--- config.mk ---
export PLATFORM = sky130hd
export DESIGN_NAME = mem_stage_ctrl_flat
export DESIGN_NICKNAME = d
export VERILOG_FILES = /design/src/rtl/mem_stage_ctrl_if.sv /design/src/rtl/mem_stage_ctrl.sv /design/src/flat_wrapper.sv
export SDC_FILE = /design/constraint.sdc
export NUM_CORES = 1
export LEC_CHECK = 0
export CORE_MARGIN = 10
export CORE_UTILIZATION = 46
export CTS_CLUSTER_SIZE = 16
export DETAILED_ROUTE_END_ITERATION = 10
export PLACE_DENSITY = 0.77
export SLEW_MARGIN = 0
export SYNTH_ARGS = -nofsm -noshare
export SYNTH_HDL_FRONTEND = slang
export SYNTH_SLANG_ARGS = --single-unit
--- constraint.sdc ---
create_clock -name clk -period 3.5 [get_ports clk]
set_clock_uncertainty 0.1 [all_clocks]
set_input_delay 1.05 -clock clk [delete_from_list [all_inputs] [get_ports clk]]
set_output_delay 1.05 -clock clk [all_outputs]
set_load 0.005 [all_outputs]
--- src/rtl/mem_stage_ctrl_if.sv ---
// -----------------------------------------------------------------------------
// mem_stage_ctrl_if
//   Data-memory request/acknowledge bus between the MEM-stage controller and
//   the data memory.
//
//   mem_req    request valid (held until mem_ack)
//   mem_we     1 = write, 0 = read
//   mem_addr   byte/word address
//   mem_wdata  store data
//   mem_ack    memory done; mem_rdata valid in the same cycle on a read
//   mem_rdata  read data
//
//   master : the controller (drives the request)
//   slave  : the memory (drives ack and read data)
// -----------------------------------------------------------------------------
interface mem_stage_ctrl_if;
    logic        mem_req;
    logic        mem_we;
    logic [15:0] mem_addr;
    logic [15:0] mem_wdata;
    logic        mem_ack;
    logic [15:0] mem_rdata;

    modport master (
        output mem_req, mem_we, mem_addr, mem_wdata,
        input  mem_ack, mem_rdata
    );

    modport slave (
        input  mem_req, mem_we, mem_addr, mem_wdata,
        output mem_ack, mem_rdata
    );
endinterface

--- src/rtl/mem_stage_ctrl.sv ---
// -----------------------------------------------------------------------------
// mem_stage_ctrl
//   MEM-stage controller fed by the EX/MEM pipeline register.
//   - Resolves branches, jumps, calls and returns (hardware return-address
//     stack) and produces the PC redirect plus the front-end flush.
//   - Runs the data-memory request/ack handshake and stalls the pipeline
//     while memory is busy.
//   - Latches the halt condition (run=0).
//
// Ports
//   clk, rst_n            clock, asynchronous active-low reset
//   Branch, BranchType    branch/jump flag and condition select
//   call, ret             call / return markers
//   Address, pc_addr      target low bits, PC of the instruction in MEM
//   retAddr               return address pushed on call
//   V, Z, N               ALU flags
//   run                   0 = halt instruction
//   MemRead, MemWrite     memory access request
//   ALU_result, data_r2   memory address, store data
//   mem                   data-memory bus (master side)
//   rdata_q               captured read data for MEM/WB
//   stall                 hold upstream stages, bubble MEM/WB
//   pc_redirect/pc_target PC load request and address
//   flush                 clear IF/ID, ID/EX, EX/MEM
//   halted, ras_err       sticky halt, sticky RAS underflow/overflow
// -----------------------------------------------------------------------------
module mem_stage_ctrl #(
    parameter int RAS_DEPTH = 8,
    parameter int RAS_PTR_W = 3
) (
    input  logic                  clk,
    input  logic                  rst_n,
    input  logic                  Branch,
    input  logic [2:0]            BranchType,
    input  logic                  call,
    input  logic                  ret,
    input  logic [11:0]           Address,
    input  logic [15:0]           retAddr,
    input  logic [15:0]           pc_addr,
    input  logic                  V,
    input  logic                  Z,
    input  logic                  N,
    input  logic                  run,
    input  logic                  MemRead,
    input  logic                  MemWrite,
    input  logic [15:0]           ALU_result,
    input  logic [15:0]           data_r2,
    mem_stage_ctrl_if.master      mem,
    output logic [15:0]           rdata_q,
    output logic                  stall,
    output logic                  pc_redirect,
    output logic [15:0]           pc_target,
    output logic                  flush,
    output logic                  halted,
    output logic                  ras_err
);

    typedef enum logic {S_IDLE, S_WAIT} state_t;

    localparam logic [RAS_PTR_W:0]   CNT_FULL = (RAS_PTR_W + 1)'(RAS_DEPTH);
    localparam logic [RAS_PTR_W:0]   CNT_ONE  = (RAS_PTR_W + 1)'(1);
    localparam logic [RAS_PTR_W-1:0] PTR_ONE  = RAS_PTR_W'(1);

    state_t               state;
    logic [RAS_PTR_W-1:0] ras_ptr;   // next free slot
    logic [RAS_PTR_W:0]   ras_cnt;   // valid entries, saturates at RAS_DEPTH
    logic [15:0]          ras_mem [RAS_DEPTH];

    logic                 active, access, is_read, req, retire;
    logic                 ras_empty, ras_full, taken;
    logic [RAS_PTR_W-1:0] top_idx;
    logic [15:0]          br_target;
    logic                 redirect, do_pop, do_push, ret_err;
    logic [15:0]          target;

    // Only the page bits of the PC form the target; the rest is intentionally unused.
    logic unused_pc_low;
    assign unused_pc_low = ^pc_addr[11:0];

    // Gating with rst_n makes mem_req drop the instant reset asserts, even mid-WAIT.
    assign active  = rst_n && !halted;
    assign access  = MemRead | MemWrite;
    assign is_read = MemRead & ~MemWrite;   // both set counts as a write
    // In WAIT the request fields come straight from the held EX/MEM inputs.
    assign req     = active && (state == S_WAIT || access);
    assign stall   = req && !mem.mem_ack;
    assign retire  = active && !stall;

    assign mem.mem_req   = req;
    assign mem.mem_we    = req & MemWrite;
    assign mem.mem_addr  = req ? ALU_result : 16'h0000;
    assign mem.mem_wdata = req ? data_r2    : 16'h0000;

    assign ras_empty = (ras_cnt == '0);
    assign ras_full  = (ras_cnt == CNT_FULL);
    assign top_idx   = ras_ptr - PTR_ONE;
    assign br_target = {pc_addr[15:12], Address};

    always_comb begin
        // NOTE: every always_comb output gets a default first so no path can leave it unassigned and infer a latch.
        taken = 1'b0;
        case (BranchType)
            3'd0: taken = Z;
            3'd1: taken = !Z;
            3'd2: taken = N ^ V;
            3'd3: taken = !(N ^ V);
            3'd4: taken = !Z && !(N ^ V);
            3'd5: taken = Z || (N ^ V);
            3'd6: taken = V;
            default: taken = 1'b1;
        endcase
    end

    // Redirect resolution; only a retiring instruction may act.
    always_comb begin
        redirect = 1'b0;
        target   = 16'h0000;
        do_pop   = 1'b0;
        do_push  = 1'b0;
        ret_err  = 1'b0;
        if (retire) begin
            if (ret) begin
                redirect = 1'b1;
                if (ras_empty) begin
                    // Underflow: target stays 0 and the stack is left alone, even with call.
                    ret_err = 1'b1;
                end else begin
                    target  = ras_mem[top_idx];
                    do_pop  = 1'b1;
                    do_push = call;
                end
            end else if (call) begin
                redirect = 1'b1;
                target   = br_target;
                do_push  = 1'b1;
            end else if (Branch && taken) begin
                redirect = 1'b1;
                target   = br_target;
            end
        end
    end

    assign pc_redirect = redirect;
    assign flush       = redirect;
    assign pc_target   = target;

    always_ff @(posedge clk or negedge rst_n) begin
        if (!rst_n) begin
            state   <= S_IDLE;
            ras_ptr <= '0;
            ras_cnt <= '0;
            rdata_q <= '0;
            halted  <= 1'b0;
            ras_err <= 1'b0;
            // NOTE: the stack storage is reset explicitly so a read of a stale slot is deterministic.
            for (int i = 0; i < RAS_DEPTH; i++) begin
                ras_mem[i] <= '0;
            end
        end else begin
            // NOTE: state is updated with <= so every register samples pre-edge values.
            state <= stall ? S_WAIT : S_IDLE;

            if (req && mem.mem_ack && is_read) begin
                rdata_q <= mem.mem_rdata;
            end

            if (retire && !run) begin
                halted <= 1'b1;
            end

            if (ret_err) begin
                ras_err <= 1'b1;
            end

            if (do_pop && do_push) begin
                // Pop then push: the freed top slot takes the new return address.
                ras_mem[top_idx] <= retAddr;
            end else if (do_pop) begin
                ras_ptr <= top_idx;
                ras_cnt <= ras_cnt - CNT_ONE;
            end else if (do_push) begin
                // On a full stack the pointer wraps and overwrites the oldest entry.
                ras_mem[ras_ptr] <= retAddr;
                ras_ptr          <= ras_ptr + PTR_ONE;
                if (ras_full) begin
                    ras_err <= 1'b1;
                end else begin
                    ras_cnt <= ras_cnt + CNT_ONE;
                end
            end
        end
    end

endmodule

--- src/flat_wrapper.sv ---
// flat-port wrapper written by rule: the top's interface ports become plain ports
module mem_stage_ctrl_flat 
#(
    parameter int RAS_DEPTH = 8,
    parameter int RAS_PTR_W = 3
)
  (clk, rst_n, Branch, BranchType, call, ret, Address, retAddr, pc_addr, V, Z, N, run, MemRead, MemWrite, ALU_result, data_r2, rdata_q, stall, pc_redirect, pc_target, flush, halted, ras_err, mem_mem_req, mem_mem_we, mem_mem_addr, mem_mem_wdata, mem_mem_ack, mem_mem_rdata);
  mem_stage_ctrl_if mem_i ();
  input  logic clk;
  input  logic rst_n;
  input  logic Branch;
  input  logic [2:0] BranchType;
  input  logic call;
  input  logic ret;
  input  logic [11:0] Address;
  input  logic [15:0] retAddr;
  input  logic [15:0] pc_addr;
  input  logic V;
  input  logic Z;
  input  logic N;
  input  logic run;
  input  logic MemRead;
  input  logic MemWrite;
  input  logic [15:0] ALU_result;
  input  logic [15:0] data_r2;
  output logic [15:0] rdata_q;
  output logic stall;
  output logic pc_redirect;
  output logic [15:0] pc_target;
  output logic flush;
  output logic halted;
  output logic ras_err;
  output wire logic [$bits(mem_i.mem_req)-1:0] mem_mem_req;
  output wire logic [$bits(mem_i.mem_we)-1:0] mem_mem_we;
  output wire logic [$bits(mem_i.mem_addr)-1:0] mem_mem_addr;
  output wire logic [$bits(mem_i.mem_wdata)-1:0] mem_mem_wdata;
  input wire logic [$bits(mem_i.mem_ack)-1:0] mem_mem_ack;
  input wire logic [$bits(mem_i.mem_rdata)-1:0] mem_mem_rdata;
  assign mem_mem_req = mem_i.mem_req;
  assign mem_mem_we = mem_i.mem_we;
  assign mem_mem_addr = mem_i.mem_addr;
  assign mem_mem_wdata = mem_i.mem_wdata;
  assign mem_i.mem_ack = mem_mem_ack;
  assign mem_i.mem_rdata = mem_mem_rdata;
  mem_stage_ctrl #(.RAS_DEPTH(RAS_DEPTH), .RAS_PTR_W(RAS_PTR_W)) u_core (.clk(clk), .rst_n(rst_n), .Branch(Branch), .BranchType(BranchType), .call(call), .ret(ret), .Address(Address), .retAddr(retAddr), .pc_addr(pc_addr), .V(V), .Z(Z), .N(N), .run(run), .MemRead(MemRead), .MemWrite(MemWrite), .ALU_result(ALU_result), .data_r2(data_r2), .mem(mem_i), .rdata_q(rdata_q), .stall(stall), .pc_redirect(pc_redirect), .pc_target(pc_target), .flush(flush), .halted(halted), .ras_err(ras_err));
endmodule
==> images/placement_by_type.png <==
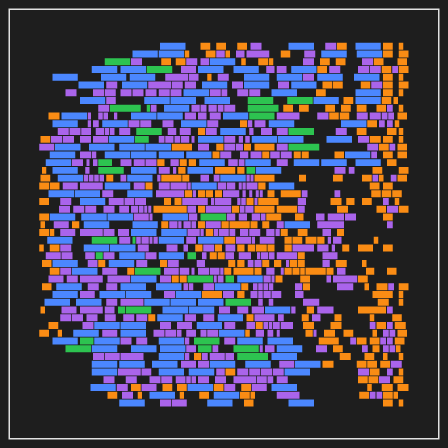
legend:
  combinational and other logic:
    colour: purple
    cells: 414
    share_of_their_area: 37%
  clock drivers and dummy loads:
    colour: green
    cells: 32
    share_of_their_area: 5.9%
  other buffers and delay cells:
    colour: orange
    cells: 269
    share_of_their_area: 23%
  flops:
    colour: blue
    cells: 154
    share_of_their_area: 35%
core area: 16580 um2
Finished Core Util: 0.6848

==> images/congestion.png <==
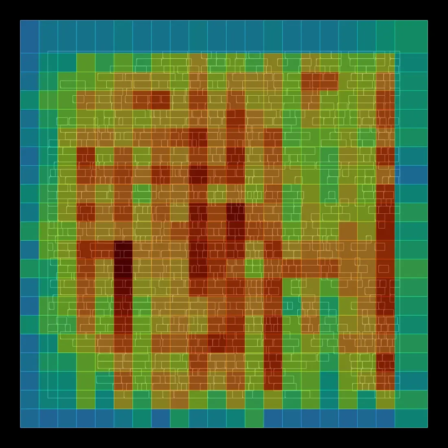
met1 Usage GRT: 0.2647
GRT Util Overall: 0.2297
met2 Usage GRT: 0.4030
routed length per placed instance: 23.88 um
most heavily used metal layer in global routing: met2

==> impl_metrics.json <==
{
  "finalHoldWorstSlack_ps": 386.5,
  "timing_worst_slew_pin_value_ps": 1090,
  "signal_buffers": 269,
  "worst-setup-path-type": "primary input to output port",
  "drt_first_pass_iters": 5,
  "postSynthNetCount": 723,
  "num-clock-buffers": 23,
  "critPathCapture": "pc_target[7]",
  "dpl.cell_count": 1036,
  "critical_path.startpoint_type": "primary input",
  "power.density_cell_area_nw_per_um2": 773.8,
  "detail_route.iter0.violations": 410,
  "seq-cell-share": 0.3394,
  "cts.hold.buffers_added": 0,
  "remaining_drc_errors": 0,
  "antenna_found_initial": 0,
  "worst_path_max_delay_cell": "sky130_fd_sc_hd__or3b_4",
  "synth.top_cell.area_share": 0.4951,
  "slew_headroom": 0.2730,
  "place_congestion": 1.013,
  "startpoint_of_the_worst_register_to_register_path": "u_core.ras_cnt[0]",
  "topCellsByArea": "sky130_fd_sc_hd__dfrtp_1 50%, sky130_fd_sc_hd__mux2_2 20%, sky130_fd_sc_hd__mux4_2 4.1%",
  "htree_levels": 4,
  "layout_top_cells": "154 x sky130_fd_sc_hd__dfrtp_1, 136 x sky130_fd_sc_hd__mux2_2, 103 x sky130_fd_sc_hd__clkdlybuf4s50_1, 78 x sky130_fd_sc_hd__buf_4, 37 x sky130_fd_sc_hd__and3_1",
  "regToRegEndpoint": "u_core.ras_mem[43]",
  "non_filler_cells_in_the_finished_layout": 1089,
  "final.setup.worst_slack_ps": -320.4,
  "crit_chain": "buf_8 > xor2_2 > or3b_4 > a311oi_4 > a211oi_4 > buf_8 > a22o_1 > buf_2",
  "flow.area_growth_from_synthesis_pct": 45.89,
  "clock_power_share": 0.227,
  "worstPathMaxFanout": 8,
  "family_with_the_most_delay_on_the_worst_path": "AND-OR/OR-AND gates",
  "fin_setup_tns_ps": -4106,
  "tap-cell-count": 220,
  "floorplan.io_pins": 178,
  "holdCritStartpoint": "u_core.ras_err",
  "post_synth_num_cell_types": 55,
  "edf_count": 0,
  "timing.hold.worst.class": "flip-flop to flip-flop",
  "yosys.stat.chipArea_um2": 7784,
  "syn_area_per_cell_um2": 12.80,
  "final_nets": 971,
  "comb_area_frac": 0.3532,
  "insertion_delay_ps": 430,
  "synthTopCellsByCount": "154 x sky130_fd_sc_hd__dfrtp_1, 136 x sky130_fd_sc_hd__mux2_2, 41 x sky130_fd_sc_hd__and3_1",
  "std_cell_rows": 47,
  "synth.most_common_cell": "sky130_fd_sc_hd__dfrtp_1",
  "power_report.internal_total_mw": 5.832,
  "antenna_violating_nets_post_route": 0,
  "final.period_utilization": 1.092,
  "yosysWarnings": 0,
  "dominant_cells": "combinational gates",
  "tritoncts": "built",
  "post_dp_cell_area_um2": 10420,
  "ys_async_sr_fraction": 1.000,
  "end_point_of_the_worst_hold_path": "u_core.ras_err",
  "run_status": "complete, but fails checks",
  "power.share.switching": 0.3363,
  "number_of_failing_setup_endpoints_in_the_final_timing_report": 18,
  "power_top_consumer": "combinational cells",
  "cts.path.max_buffers": 2,
  "yosys_cells": 608,
  "clockNetworkPower_mw": 2.00,
  "worstSetupEndpointType": "output port",
  "dp_worst_setup_slack_ps": -1104,
  "overflow": 0,
  "drive_gt1_frac": 0.4557,
  "pg_comb_mw": 3.93,
  "crit_top_cell": "sky130_fd_sc_hd__buf_8",
  "grt_setup_unrepaired": "true",
  "net-switching-power_mw": 2.955,
  "share_of_the_synthesized_netlist_area_taken_by_xor_and_xnor_gates": 0.009002,
  "postLayoutCellArea_um2": 11360,
  "final-max-slew-violation-count": 0,
  "cts_root_buffer": "sky130_fd_sc_hd__clkbuf_16",
  "synth_top_flop_cell": "sky130_fd_sc_hd__dfrtp_1",
  "yosys-mux-area-fraction": 0.2797,
  "cell_type_with_the_largest_total_area_after_synthesis": "sky130_fd_sc_hd__dfrtp_1",
  "post_synth_fa_ha_maj_area_fraction": 0.01382,
  "min_delay_path_depth": 1,
  "period_needed_ps": 3820,
  "mostFrequentLayoutCell": "sky130_fd_sc_hd__dfrtp_1",
  "layout.comb_gates.multi_input": 401,
  "pwr_total_mw": 8.788,
  "clock_distribution_area_overhead_in_the_final_layout": 0.05718,
  "crit_buf_inv": 3,
  "power_leakage_nw": 5.380,
  "violations": "setup timing",
  "max_stage_delay_ps": 380,
  "cp_data_required_time_ps": 2350
}
==> images/cell_density.png <==
15 x 15 tiles, from black (low) to pale yellow (high), 0 to 100% covered.
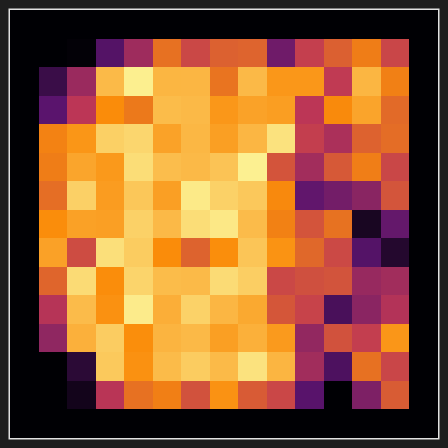
mean over tiles: 49%
emptiest ninth of the die: bottom right
densest ninth of the die: middle
tiles over 75% full: 36%
fraction of the core area occupied by cells at floorplan: 0.4694

==> metal layers <==
layer / wire length (um) / vias to the layer above / global-route usage
li1: - / 2798 / -
met1: 10090 / 3238 / 0.2647
met2: 13410 / 286 / 0.4030
met3: 1956 / 39 / 0.06341
met4: 555 / 0 / 0.07580
met5: 0 / - / 0
==> state kept, by name (all words and copies together), names as in the netlist <==
name,flops
u_core.ras_err,1
u_core.halted,1
u_core.state,1
u_core.ras_ptr,3
u_core.rdata_q,16
u_core.ras_mem,128
u_core.ras_cnt,4
==> timing repair <==
action	CTS	global route
pin swaps	12	13
cloned	5	1
setup endpoints to repair	182	101
buffers inserted	14	5
resized	179	84
